### src/rtl/bank_ctrl_pkg.sv
// Shared types and helpers for the per-bank DRAM command controller.
//   cmd_e        : command codes carried on the cmd input
//   bank_state_e : per-bank controller states
//   cnt_width()  : width of the shared per-bank latency/burst down-counter
package bank_ctrl_pkg;

  typedef enum logic [2:0] {
    NOP  = 3'd0,
    ACT  = 3'd1,
    RD   = 3'd2,
    WR   = 3'd3,
    PRE  = 3'd4,
    PREA = 3'd5
  } cmd_e;

  typedef enum logic [2:0] {
    StIdle,
    StActivating,
    StActive,
    StRdWait,
    StWrWait,
    StBurst,
    StPrecharging
  } bank_state_e;

  function automatic int unsigned max_of5(input int unsigned a, input int unsigned b,
                                          input int unsigned c, input int unsigned d,
                                          input int unsigned e);
    int unsigned m;
    m = a;
    if (b > m) m = b;
    if (c > m) m = c;
    if (d > m) m = d;
    if (e > m) m = e;
    return m;
  endfunction

  // One counter per bank serves every timer, so it must hold the largest of them.
  function automatic int unsigned cnt_width(input int unsigned trcd, input int unsigned trp,
                                            input int unsigned tcl, input int unsigned tcwl,
                                            input int unsigned bl);
    return $clog2(max_of5(trcd, trp, tcl, tcwl, bl) + 1);
  endfunction

endpackage

### src/rtl/bank_fsm.sv
// One DRAM bank: state machine, ACT/PRE/RD/WR latency timer and burst column walker.
// Ports:
//   clk, rst      : clock, synchronous active-high reset
//   hit           : a bank command (ACT/RD/WR/PRE) addressed to this bank this cycle
//   cmd           : command code (cmd_e)
//   cmd_row       : row for ACT
//   cmd_col       : start column for RD/WR
//   prea          : an accepted precharge-all this cycle
//   rd_o_wr       : 0=read, 1=write (direction of last access)
//   row           : open row
//   column        : column of the current data beat
//   burst_active  : high on each data beat
//   busy          : bank is activating, waiting for data or bursting (blocks PREA)
//   illegal       : the command hitting this bank is not allowed in the current state
module bank_fsm
  import bank_ctrl_pkg::*;
#(
  parameter int unsigned COLWIDTH = 10,
  parameter int unsigned CHWIDTH  = 5,
  parameter int unsigned BL       = 8,
  parameter int unsigned TRCD     = 4,
  parameter int unsigned TRP      = 4,
  parameter int unsigned TCL      = 5,
  parameter int unsigned TCWL     = 4
) (
  input  logic                clk,
  input  logic                rst,
  input  logic                hit,
  input  logic [2:0]          cmd,
  input  logic [CHWIDTH-1:0]  cmd_row,
  input  logic [COLWIDTH-1:0] cmd_col,
  input  logic                prea,
  output logic                rd_o_wr,
  output logic [CHWIDTH-1:0]  row,
  output logic [COLWIDTH-1:0] column,
  output logic                burst_active,
  output logic                busy,
  output logic                illegal
);

  localparam int unsigned CntW = cnt_width(TRCD, TRP, TCL, TCWL, BL);
  localparam logic [COLWIDTH-1:0] BeatMask = COLWIDTH'(BL - 1);
  // Wait states last lat-1 cycles so the next state is visible on edge T+lat.
  localparam logic [CntW-1:0] TrcdLoad  = CntW'(TRCD - 1);
  localparam logic [CntW-1:0] TrpLoad   = CntW'(TRP - 1);
  localparam logic [CntW-1:0] TclLoad   = CntW'(TCL - 1);
  localparam logic [CntW-1:0] TcwlLoad  = CntW'(TCWL - 1);
  localparam logic [CntW-1:0] BurstLoad = CntW'(BL - 1);

  bank_state_e          state_q, state_d;
  logic [CntW-1:0]      cnt_q, cnt_d;
  logic [CHWIDTH-1:0]   row_q, row_d;
  logic [COLWIDTH-1:0]  col_q, col_d;
  logic                 wr_q, wr_d;
  logic                 is_wr;
  logic                 lat_one;
  logic                 wait_done;

  assign is_wr     = (cmd == WR);
  assign lat_one   = is_wr ? (TCWL == 1) : (TCL == 1);
  assign wait_done = (cnt_q <= CntW'(1));

  always_comb begin
    state_d = state_q;
    cnt_d   = cnt_q;
    row_d   = row_q;
    col_d   = col_q;
    wr_d    = wr_q;
    illegal = 1'b0;

    case (state_q)
      StIdle: begin
        if (hit) begin
          case (cmd)
            ACT: begin
              row_d = cmd_row;
              if (TRCD == 1) begin
                state_d = StActive;
              end else begin
                state_d = StActivating;
                cnt_d   = TrcdLoad;
              end
            end
            RD, WR:  illegal = 1'b1;
            default: ;  // PRE on an idle bank is a harmless no-op
          endcase
        end
      end

      StActive: begin
        if (hit) begin
          case (cmd)
            RD, WR: begin
              wr_d  = is_wr;
              col_d = cmd_col;
              if (lat_one) begin
                state_d = StBurst;
                cnt_d   = BurstLoad;
              end else begin
                state_d = is_wr ? StWrWait : StRdWait;
                cnt_d   = is_wr ? TcwlLoad : TclLoad;
              end
            end
            PRE: begin
              if (TRP == 1) begin
                state_d = StIdle;
              end else begin
                state_d = StPrecharging;
                cnt_d   = TrpLoad;
              end
            end
            default: illegal = 1'b1;
          endcase
        end else if (prea) begin
          if (TRP == 1) begin
            state_d = StIdle;
          end else begin
            state_d = StPrecharging;
            cnt_d   = TrpLoad;
          end
        end
      end

      StActivating, StPrecharging: begin
        illegal = hit;
        if (wait_done) begin
          state_d = (state_q == StActivating) ? StActive : StIdle;
        end else begin
          cnt_d = cnt_q - CntW'(1);
        end
      end

      StRdWait, StWrWait: begin
        illegal = hit;
        if (wait_done) begin
          state_d = StBurst;
          cnt_d   = BurstLoad;
        end else begin
          cnt_d = cnt_q - CntW'(1);
        end
      end

      StBurst: begin
        illegal = hit;
        if (cnt_q == '0) begin
          state_d = StActive;
        end else begin
          cnt_d = cnt_q - CntW'(1);
          // Wrap within the burst-aligned block; upper column bits stay fixed.
          col_d = (col_q & ~BeatMask) | ((col_q + COLWIDTH'(1)) & BeatMask);
        end
      end

      default: state_d = StIdle;
    endcase
  end

  always_ff @(posedge clk) begin
    if (rst) begin
      state_q <= StIdle;
      cnt_q   <= '0;
      row_q   <= '0;
      col_q   <= '0;
      wr_q    <= 1'b0;
    end else begin
      state_q <= state_d;
      cnt_q   <= cnt_d;
      row_q   <= row_d;
      col_q   <= col_d;
      wr_q    <= wr_d;
    end
  end

  assign rd_o_wr      = wr_q;
  assign row          = row_q;
  assign column       = col_q;
  assign burst_active = (state_q == StBurst);
  assign busy         = (state_q == StActivating) || (state_q == StRdWait) ||
                        (state_q == StWrWait) || (state_q == StBurst);

endmodule

### src/rtl/bank_cmd_ctrl.sv
// Per-bank command/timing controller feeding the Chip model.
// Ports:
//   clk, rst      : clock, synchronous active-high reset
//   cmd_valid     : command present this cycle
//   cmd           : command code (cmd_e)
//   cmd_bg/cmd_ba : target bank group / bank
//   cmd_row       : row for ACT
//   cmd_col       : column for RD/WR
//   cmd_err       : one-cycle pulse, previous command was illegal and dropped
//   rd_o_wr       : per bank, 0=read 1=write
//   row           : per bank, open row
//   column        : per bank, current beat column
//   burst_active  : per bank, high on each data beat
module bank_cmd_ctrl
  import bank_ctrl_pkg::*;
#(
  parameter int unsigned BGWIDTH  = 2,
  parameter int unsigned BAWIDTH  = 2,
  parameter int unsigned COLWIDTH = 10,
  parameter int unsigned CHWIDTH  = 5,
  parameter int unsigned BL       = 8,
  parameter int unsigned TRCD     = 4,
  parameter int unsigned TRP      = 4,
  parameter int unsigned TCL      = 5,
  parameter int unsigned TCWL     = 4,
  localparam int unsigned BANKGROUPS    = 1 << BGWIDTH,
  localparam int unsigned BANKSPERGROUP = 1 << BAWIDTH
) (
  input  logic                clk,
  input  logic                rst,
  input  logic                cmd_valid,
  input  logic [2:0]          cmd,
  input  logic [BGWIDTH-1:0]  cmd_bg,
  input  logic [BAWIDTH-1:0]  cmd_ba,
  input  logic [CHWIDTH-1:0]  cmd_row,
  input  logic [COLWIDTH-1:0] cmd_col,
  output logic                cmd_err,
  output logic                rd_o_wr      [BANKGROUPS][BANKSPERGROUP],
  output logic [CHWIDTH-1:0]  row          [BANKGROUPS][BANKSPERGROUP],
  output logic [COLWIDTH-1:0] column       [BANKGROUPS][BANKSPERGROUP],
  output logic                burst_active [BANKGROUPS][BANKSPERGROUP]
);

  localparam int unsigned NumBanks = BANKGROUPS * BANKSPERGROUP;

  logic                bank_cmd;
  logic                prea_req;
  logic                unknown_cmd;
  logic                prea_go;
  logic                err_d;
  logic                cmd_err_q;
  logic [NumBanks-1:0] illegal_vec;
  logic [NumBanks-1:0] busy_vec;

  always_comb begin
    bank_cmd    = 1'b0;
    prea_req    = 1'b0;
    unknown_cmd = 1'b0;
    if (cmd_valid) begin
      case (cmd)
        ACT, RD, WR, PRE: bank_cmd    = 1'b1;
        PREA:             prea_req    = 1'b1;
        NOP:              ;
        default:          unknown_cmd = 1'b1;
      endcase
    end
  end

  // PREA is all-or-nothing: a single busy bank vetoes it for every bank.
  assign prea_go = prea_req && !(|busy_vec);
  assign err_d   = (|illegal_vec) || unknown_cmd || (prea_req && (|busy_vec));

  always_ff @(posedge clk) begin
    if (rst) begin
      cmd_err_q <= 1'b0;
    end else begin
      cmd_err_q <= err_d;
    end
  end

  assign cmd_err = cmd_err_q;

  for (genvar g = 0; g < BANKGROUPS; g++) begin : g_grp
    for (genvar b = 0; b < BANKSPERGROUP; b++) begin : g_bank
      logic hit;
      assign hit = bank_cmd && (cmd_bg == BGWIDTH'(g)) && (cmd_ba == BAWIDTH'(b));

      bank_fsm #(
        .COLWIDTH (COLWIDTH),
        .CHWIDTH  (CHWIDTH),
        .BL       (BL),
        .TRCD     (TRCD),
        .TRP      (TRP),
        .TCL      (TCL),
        .TCWL     (TCWL)
      ) u_bank (
        .clk          (clk),
        .rst          (rst),
        .hit          (hit),
        .cmd          (cmd),
        .cmd_row      (cmd_row),
        .cmd_col      (cmd_col),
        .prea         (prea_go),
        .rd_o_wr      (rd_o_wr[g][b]),
        .row          (row[g][b]),
        .column       (column[g][b]),
        .burst_active (burst_active[g][b]),
        .busy         (busy_vec[g*BANKSPERGROUP+b]),
        .illegal      (illegal_vec[g*BANKSPERGROUP+b])
      );
    end
  end

endmodule

### config.mk
export PLATFORM = sky130hd
export DESIGN_NAME = bank_cmd_ctrl
export DESIGN_NICKNAME = d
export VERILOG_FILES = /design/src/rtl/bank_ctrl_pkg.sv /design/src/rtl/bank_fsm.sv /design/src/rtl/bank_cmd_ctrl.sv
export SDC_FILE = /design/constraint.sdc
export NUM_CORES = 1
export LEC_CHECK = 0
export ABC_AREA = 0
export CAP_MARGIN = 25
export CELL_PAD_IN_SITES_DETAIL_PLACEMENT = 0
export CELL_PAD_IN_SITES_GLOBAL_PLACEMENT = 1
export CORE_MARGIN = 10
export CORE_UTILIZATION = 44
export DETAILED_ROUTE_END_ITERATION = 10
export PLACE_DENSITY_LB_ADDON = 0.1
export SLEW_MARGIN = 0
export SYNTH_ARGS = -nofsm -noshare
export SYNTH_HDL_FRONTEND = slang
export SYNTH_SLANG_ARGS = --single-unit
### constraint.sdc
create_clock -name clk -period 6.9 [get_ports clk]
set_input_delay 1.38 -clock clk [delete_from_list [all_inputs] [get_ports clk]]
set_output_delay 1.38 -clock clk [all_outputs]
set_load 0.1 [all_outputs]
### Drive-strength map, run 1

Drawn at 2 px/um.
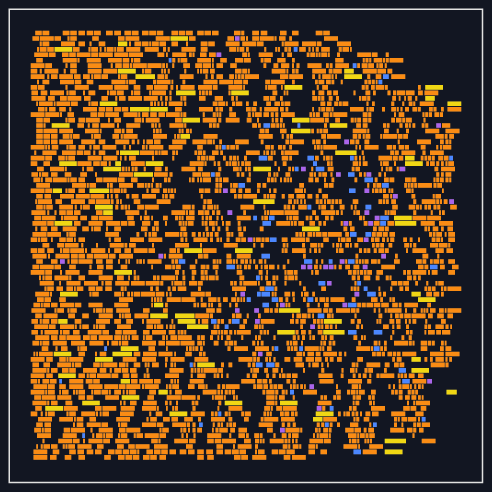
Key: blue = _2 cells [cells 76, share 2.7%]; orange = _0 and _1 cells [cells 2651, share 93%]; yellow = _6 and larger [cells 78, share 2.7%]; purple = _3 and _4 cells [cells 42, share 1.5%]

### Close-up of the layout, run 1

Region (105, 105) to (130, 130) um. Cells in gray, sequential cells in the stronger gray; small squares are vias.
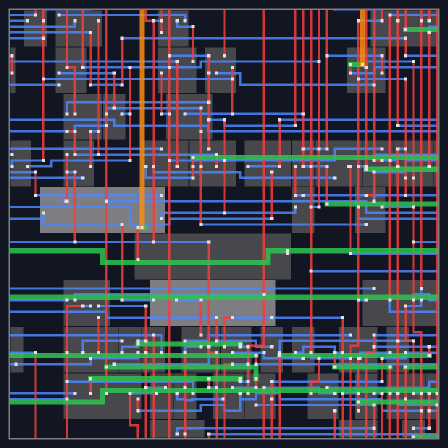
Key: orange = metal 4; red = metal 2; blue = metal 1; green = metal 3
Netlist names of flops here include g_grp.g_bank.u_bank.state_q (2). 45 logic cells have their middle in the window. Most frequent: nor2_1 (7), nand2_1 (5). Sequential cells in the window: 2.

### Met2 routing, run 1

Drawn at 1.5 px/um.
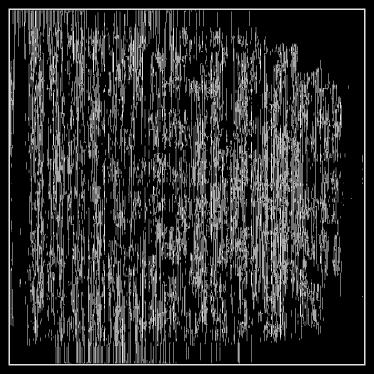
The layer carries 35.4 mm of wire. The layer holds 45% of the routed length. The wires run mostly vertical. 2375 nets have wire on it.

-- run 1: how the worst min path moves through the flow --
stage                                                            end  slack [ps]  cells after the start
global route           g_grp[2].g_bank[1].u_bank.row[1]$_SDFFE_PP0P_         470                      2
floorplan             g_grp[3].g_bank[0].u_bank.rd_o_wr$_SDFFE_PP0P_         430                      2
finish                 g_grp[2].g_bank[1].u_bank.row[1]$_SDFFE_PP0P_         450                      2
detailed placement  g_grp[3].g_bank[0].u_bank.column[5]$_SDFFE_PP0P_         440                      2
CTS                 g_grp[3].g_bank[0].u_bank.column[5]$_SDFFE_PP0P_         450                      2
global placement       g_grp[2].g_bank[1].u_bank.row[1]$_SDFFE_PP0P_         440                      2
-- run 1: area by class of cell --
cell class / instances / area, um^2 / share of cell area (%)
clock buffer: 67 / 1350 / 5.28
inverter: 87 / 327 / 1.28
sequential: 369 / 7390 / 28.9
multi-input combinational: 1961 / 11900 / 46.6
tap: 607 / 759 / 2.97
timing repair buffer: 346 / 3540 / 13.9
clock inverter: 17 / 269 / 1.05
-- run 1: worst min-delay path, stage by stage, from the launching register on --
cell and delay [ps]:
sky130_fd_sc_hd__dfxtp_1 310, sky130_fd_sc_hd__nand2_1 50, sky130_fd_sc_hd__a21oi_1 50
-- run 1: through the flow --
stage	std cells	setup WS, ps
after floorplan	2638	3310
after global placement	3357	2230
after detailed placement	3368	2060
after CTS	3452	2280
after global routing	3454	2170
final	3454	2270
-- run 1: state kept, by name, indices dropped and copies added, names as in the netlist --
name	count
g_grp.g_bank.u_bank.rd_o_wr	16
g_grp.g_bank.u_bank.cnt_q	64
cmd_err	1
g_grp.g_bank.u_bank.state_q	48
g_grp.g_bank.u_bank.column	160
g_grp.g_bank.u_bank.row	80
==> Table 3: Implementation characteristics, run 1 <==
Table: implementation figures

Parameter                              Value

Logic synthesis
  Most common cell in the netlist    sky130_fd_sc_hd__dfxtp_1
  Area fraction in mux cells    around 9.0%
  Synth Cell Area    roughly 0.02 mm^2
  Adder-cell share of the synthesized area    under 10%
  Post-synthesis chip area from yosys    a little over 0.02 mm^2
  Cell type with the highest aggregate area in the netlist    sky130_fd_sc_hd__dfxtp_1
  Net count of the mapped netlist    2724
  Number of distinct library cell variants in the gate-level netlist after synthesis    81
  Part of the Yosys area used for sequential elements    36.0%
  Cell types with the highest counts after synthesis    369 x sky130_fd_sc_hd__dfxtp_1, 349 x sky130_fd_sc_hd__nor2_1, 266 x sky130_fd_sc_hd__nand2_1
  Post-synth ARST share    0%
  Post-synthesis cell count    between 2000 and 3000

Route
  DRC errors left    0
  Routed length on met1    34300 um
  DRT Pass-1 Iters    5
  Max layer used    met5
  Average wire per standard cell    22.7 um

Pwr
  Cell internal power dissipation    0.00442 W
  Group drawing the most power    clock
  Leakage power    9.04 nW

Clock tree
  Number of clock sinks    approximately 370
  Level count of the clock H-tree    2

Final timing
  Accumulated negative setup slack    0 ps

Cells and area
  Most used cells in the layout excluding fill and tap cells    369 x sky130_fd_sc_hd__dfxtp_1, 349 x sky130_fd_sc_hd__nor2_1, 296 x sky130_fd_sc_hd__clkdlybuf4s50_1, 266 x sky130_fd_sc_hd__nand2_1, 246 x sky130_fd_sc_hd__a21oi_1
  Post-route cell area    0.0255 mm^2

Global route
  Initial antenna violation count    1
  Met2 track demand over resource    between 40% and 50%

Critical path
  Capturing element of the worst setup path    burst_active[9]
  Largest stage delay on the critical path    1190 ps

Hold path
  Path type of the worst min-delay path    flop to flop

Outcome
  Outcome    completed

Job
  Number of max-cap violations    0
==> run 1 -> run 2 <==
- CORE_UTILIZATION: 44 -> 41
- clock period: 6.9 -> 4.74 ns (I/O delays scaled with it)
### Drive-strength map, run 2

Drawn at 2 px/um.
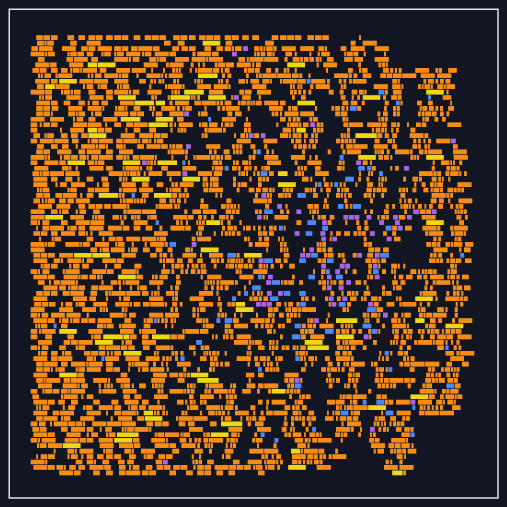
Key: orange = _0 and _1 cells [cells 2647, share 92%]; blue = _2 cells [cells 79, share 2.8%]; yellow = _6 and larger [cells 73, share 2.5%]; purple = _3 and _4 cells [cells 70, share 2.4%]

==> Table 3: Implementation characteristics, run 2 <==
Table: implementation figures

Parameter                              Value

Cells and area
  Combinational fraction of the cell area    46.3% (was 46.6%)
  Reg area    0.00739 mm^2 (unchanged)
  Top class by area    logic gates (unchanged)
  Proportion of final cell area spent on non-clock buffers    14.5% (was 13.9%)
  Max FFs per register    160 (unchanged)
  Most used cells in the layout excluding fill and tap cells    369 x sky130_fd_sc_hd__dfxtp_1, 349 x sky130_fd_sc_hd__nor2_1, 291 x sky130_fd_sc_hd__clkdlybuf4s50_1, 266 x sky130_fd_sc_hd__nand2_1, 246 x sky130_fd_sc_hd__a21oi_1 (was 369 x sky130_fd_sc_hd__dfxtp_1, 349 x sky130_fd_sc_hd__nor2_1, 296 x sky130_fd_sc_hd__clkdlybuf4s50_1, 266 x sky130_fd_sc_hd__nand2_1, 246 x sky130_fd_sc_hd__a21oi_1)
  Combinational gate count    1961 (unchanged)
  Number of standard cells in the layout, taps in and fillers out    3533 (was 3454)
  Post-route cell area    0.0257 mm^2 (was 0.0255 mm^2)
  Count of clock-net buffers in the final layout    63 (was 67)

Job
  Number of max-cap violations    0 (unchanged)

Logic synthesis
  Part of the Yosys area used for sequential elements    36.0% (unchanged)
  Cell types with the highest counts after synthesis    369 x sky130_fd_sc_hd__dfxtp_1, 349 x sky130_fd_sc_hd__nor2_1, 266 x sky130_fd_sc_hd__nand2_1 (unchanged)
  Post-synth ARST share    0% (unchanged)
  Number of distinct library cell variants in the gate-level netlist after synthesis    81 (unchanged)
  Synth Cell Area    0.0205 mm^2 (unchanged)
  Net count of the mapped netlist    2724 (unchanged)

Outcome
  Outcome    completed (unchanged)

Clock tree
  Number of clock sinks    369 (unchanged)
  Level count of the clock H-tree    2 (unchanged)

Critical path
  Capturing element of the worst setup path    burst_active[7] (was burst_active[9])

Pwr
  Leakage power    9.13 nW (was 9.04 nW)
  Group drawing the most power    sequential cells (was clock)
  Cell internal power dissipation    0.00630 W (was 0.00442 W)

Global route
  Met2 track demand over resource    40.9% (was 42.5%)
  Initial antenna violation count    2 (was 1)

Die
  Well tap count    664 (was 607)

Route
  Max layer used    met5 (unchanged)
  Routed length on met1    35200 um (was 34300 um)
  Average wire per standard cell    22.8 um (was 22.7 um)
  DRT Pass-1 Iters    6 (was 5)

Hold path
  Path type of the worst min-delay path    flop to flop (unchanged)
-- run 2: cell count changes in the layout (fill, tap and decap cells not counted), moves of 3 or more --
cell and change:
sky130_fd_sc_hd__clkinv_2 +3, sky130_fd_sc_hd__buf_4 +29, sky130_fd_sc_hd__clkdlybuf4s50_1 -5, sky130_fd_sc_hd__clkbuf_8 -4
-- run 2: kinds of logic after synthesis --
| logic type | after synthesis | synth area share [%] |
|---|---|---|
| xor gates and xnor gates | 21 | 0.897 |
| adders and majority gates | 62 | 3.77 |
| muxes | 184 | 8.98 |
| DFF | 369 | 36.0 |
| buffers and inverters | 308 | 6.33 |
| AOI/OAI and AO/OA | 729 | 22.2 |
| and+or+nand+nor | 965 | 21.9 |
-- run 2: worst min-delay path by stage --
stage	startpoint	endpoint	slack, ps	cells after the start
floorplan	g_grp[3].g_bank[0].u_bank.rd_o_wr$_SDFFE_PP0P_	g_grp[3].g_bank[0].u_bank.rd_o_wr$_SDFFE_PP0P_	430	2
global route	g_grp[0].g_bank[3].u_bank.rd_o_wr$_SDFFE_PP0P_	g_grp[0].g_bank[3].u_bank.rd_o_wr$_SDFFE_PP0P_	470	2
detailed placement	g_grp[2].g_bank[1].u_bank.row[4]$_SDFFE_PP0P_	g_grp[2].g_bank[1].u_bank.row[4]$_SDFFE_PP0P_	440	2
global placement	g_grp[2].g_bank[0].u_bank.column[6]$_SDFFE_PP0P_	g_grp[2].g_bank[0].u_bank.column[6]$_SDFFE_PP0P_	440	2
CTS	g_grp[2].g_bank[0].u_bank.column[7]$_SDFFE_PP0P_	g_grp[2].g_bank[0].u_bank.column[7]$_SDFFE_PP0P_	460	2
finish	g_grp[1].g_bank[1].u_bank.rd_o_wr$_SDFFE_PP0P_	g_grp[1].g_bank[1].u_bank.rd_o_wr$_SDFFE_PP0P_	460	2
==> run 2 -> run 3 <==
- CORE_UTILIZATION: 41 -> 42
- SYNTH_HIERARCHICAL: default -> 1
==> Table 3: Implementation characteristics, run 3 <==
Table: implementation figures

Parameter                              Value

Cells and area
  Post-route cell area    0.0276 mm^2 (was 0.0257 mm^2)
  Relative area change from synthesis to final layout    21.8% (was 25.3%)
  Most used cells in the layout excluding fill and tap cells    369 x sky130_fd_sc_hd__dfxtp_1, 327 x sky130_fd_sc_hd__nand2_1, 292 x sky130_fd_sc_hd__clkdlybuf4s50_1, 245 x sky130_fd_sc_hd__a21oi_1, 207 x sky130_fd_sc_hd__nor2_1 (was 369 x sky130_fd_sc_hd__dfxtp_1, 349 x sky130_fd_sc_hd__nor2_1, 291 x sky130_fd_sc_hd__clkdlybuf4s50_1, 266 x sky130_fd_sc_hd__nand2_1, 246 x sky130_fd_sc_hd__a21oi_1)
  Max FFs per register    160 (unchanged)

Route
  Max layer used    met4 (was met5)
  Routed length on met1    34100 um (was 35200 um)
  DRT Pass-1 Iters    5 (was 6)
  Violation count after the first detailed-route iteration    1790 (was 1800)

Final timing
  Post-route setup slack    655 ps (was 625 ps)
  Clock Skew    22.5 ps (was 43.3 ps)
  Accumulated negative setup slack    0 ps (unchanged)
  Highest achievable clock rate    245 MHz (was 243 MHz)

Hold path
  Worst hold path startpoint    g_grp[0].g_bank[1].u_bank/column[6]$_SDFFE_PP0P_ (was g_grp[1].g_bank[1].u_bank.rd_o_wr$_SDFFE_PP0P_)
  Path type of the worst min-delay path    flop to flop (unchanged)
  Worst Hold Depth    2 (unchanged)
  Hold worst-path end    g_grp[0].g_bank[1].u_bank/column[6]$_SDFFE_PP0P_ (was g_grp[1].g_bank[1].u_bank.rd_o_wr$_SDFFE_PP0P_)

Global route
  Initial antenna violation count    2 (unchanged)
  Met2 track demand over resource    39.7% (was 40.9%)

Logic synthesis
  Cell types with the highest counts after synthesis    369 x sky130_fd_sc_hd__dfxtp_1, 327 x sky130_fd_sc_hd__nand2_1, 245 x sky130_fd_sc_hd__a21oi_1 (was 369 x sky130_fd_sc_hd__dfxtp_1, 349 x sky130_fd_sc_hd__nor2_1, 266 x sky130_fd_sc_hd__nand2_1)
  Post-synth ARST share    0% (unchanged)
  Most common cell in the netlist    sky130_fd_sc_hd__dfxtp_1 (unchanged)
  Net count of the mapped netlist    2853 (was 2724)
  Post-synthesis chip area from yosys    0.0226 mm^2 (was 0.0205 mm^2)
  Synth Cell Area    0.0226 mm^2 (was 0.0205 mm^2)
  Post-synthesis cell count    2780 (was 2638)
  Cell type with the highest aggregate area in the netlist    sky130_fd_sc_hd__dfxtp_1 (unchanged)
  Part of the Yosys area used for sequential elements    32.6% (was 36.0%)

Outcome
  Outcome    completed (unchanged)

Clock tree
  Number of clock sinks    369 (unchanged)
  Number of buffers added by the clock tree synthesis step    44 (unchanged)
  Level count of the clock H-tree    2 (unchanged)

Critical path
  Largest stage delay on the critical path    1200 ps (was 1160 ps)
  CP top delay family    buffers and inverters (unchanged)
  Capturing element of the worst setup path    burst_active[12] (was burst_active[7])

Placement
  Post-Place Setup Slack    665 ps (was 591 ps)

Pwr
  Group drawing the most power    clock (was sequential cells)
  Leakage power    10.7 nW (was 9.13 nW)

Job
  Number of max-cap violations    0 (unchanged)
==> run 3: cell count changes after synthesis, moves of 25 or more <==
cell	change
sky130_fd_sc_hd__nor2b_1	+39
sky130_fd_sc_hd__nand2b_1	+25
sky130_fd_sc_hd__nand3_1	+73
sky130_fd_sc_hd__nor2_1	-141
sky130_fd_sc_hd__clkbuf_1	-105
sky130_fd_sc_hd__inv_1	+54
sky130_fd_sc_hd__nand2_1	+61
sky130_fd_sc_hd__o2111ai_1	+36
sky130_fd_sc_hd__a31oi_1	+41
sky130_fd_sc_hd__mux2i_1	-28
sky130_fd_sc_hd__and2b_1	+29
==> run 3: metrics by stage <==
step	utilization, %	std cells
2_1_floorplan	-	2780
4_1_cts	51.4	3749
3_5_place_dp	48.8	3674
3_3_place_gp	48.7	3672
5_1_grt	51.5	3751
6_report	51.5	3753
==> run 3: area by class of cell <==
| cell class | instances | area (um^2) | share of cell area, % |
|---|---|---|---|
| diodes | 3 | 7.51 | 0.0272 |
| clock buffers | 62 | 1250 | 4.53 |
| clock inverters | 13 | 181 | 0.658 |
| inverters | 140 | 526 | 1.90 |
| multi-input cells | 2128 | 14000 | 50.6 |
| flip-flops and latches | 369 | 7390 | 26.8 |
| well taps | 696 | 871 | 3.16 |
| repair buffers | 342 | 3410 | 12.4 |
==> run 3: kinds of logic after synthesis <==
kind of cell               after synthesis  share of synthesized area [%]
buffers and inverters                  283                           5.85
muxes                                  170                           7.60
and+or+nand+nor                       1071                           25.5
xor gates and xnor gates                16                          0.619
DFF                                    369                           32.6
adders and majority gates               48                           2.65
AOI/OAI and AO/OA                      823                           25.2
==> run 3: worst min-delay path, delay by kind of cell, from the launching register on <==
kind	cells	cell delay (ps)
DFF	1	310
and+or+nand+nor	1	50
AOI/OAI and AO/OA	1	50
### Sequential cells colored by netlist name, run 3

Drawn at 1.5 px/um. Other sequential cells in the stronger gray, the rest of the logic in the fainter gray.
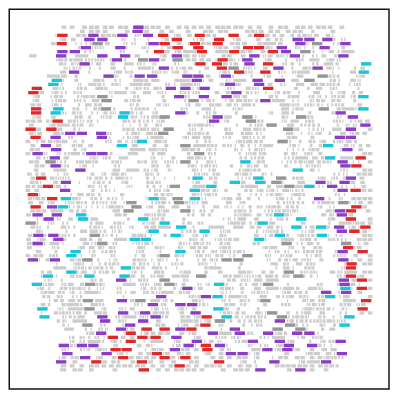
Key: purple = g_grp.g_bank.u_bank/column [placed flops 160, where spread over the die]; cyan = g_grp.g_bank.u_bank/cnt_q [placed flops 64]; red = g_grp.g_bank.u_bank/row [placed flops 80, where spread over the die]
Another 65 sequential cells are not colored.

Power is estimated from default activity; no workload was simulated.
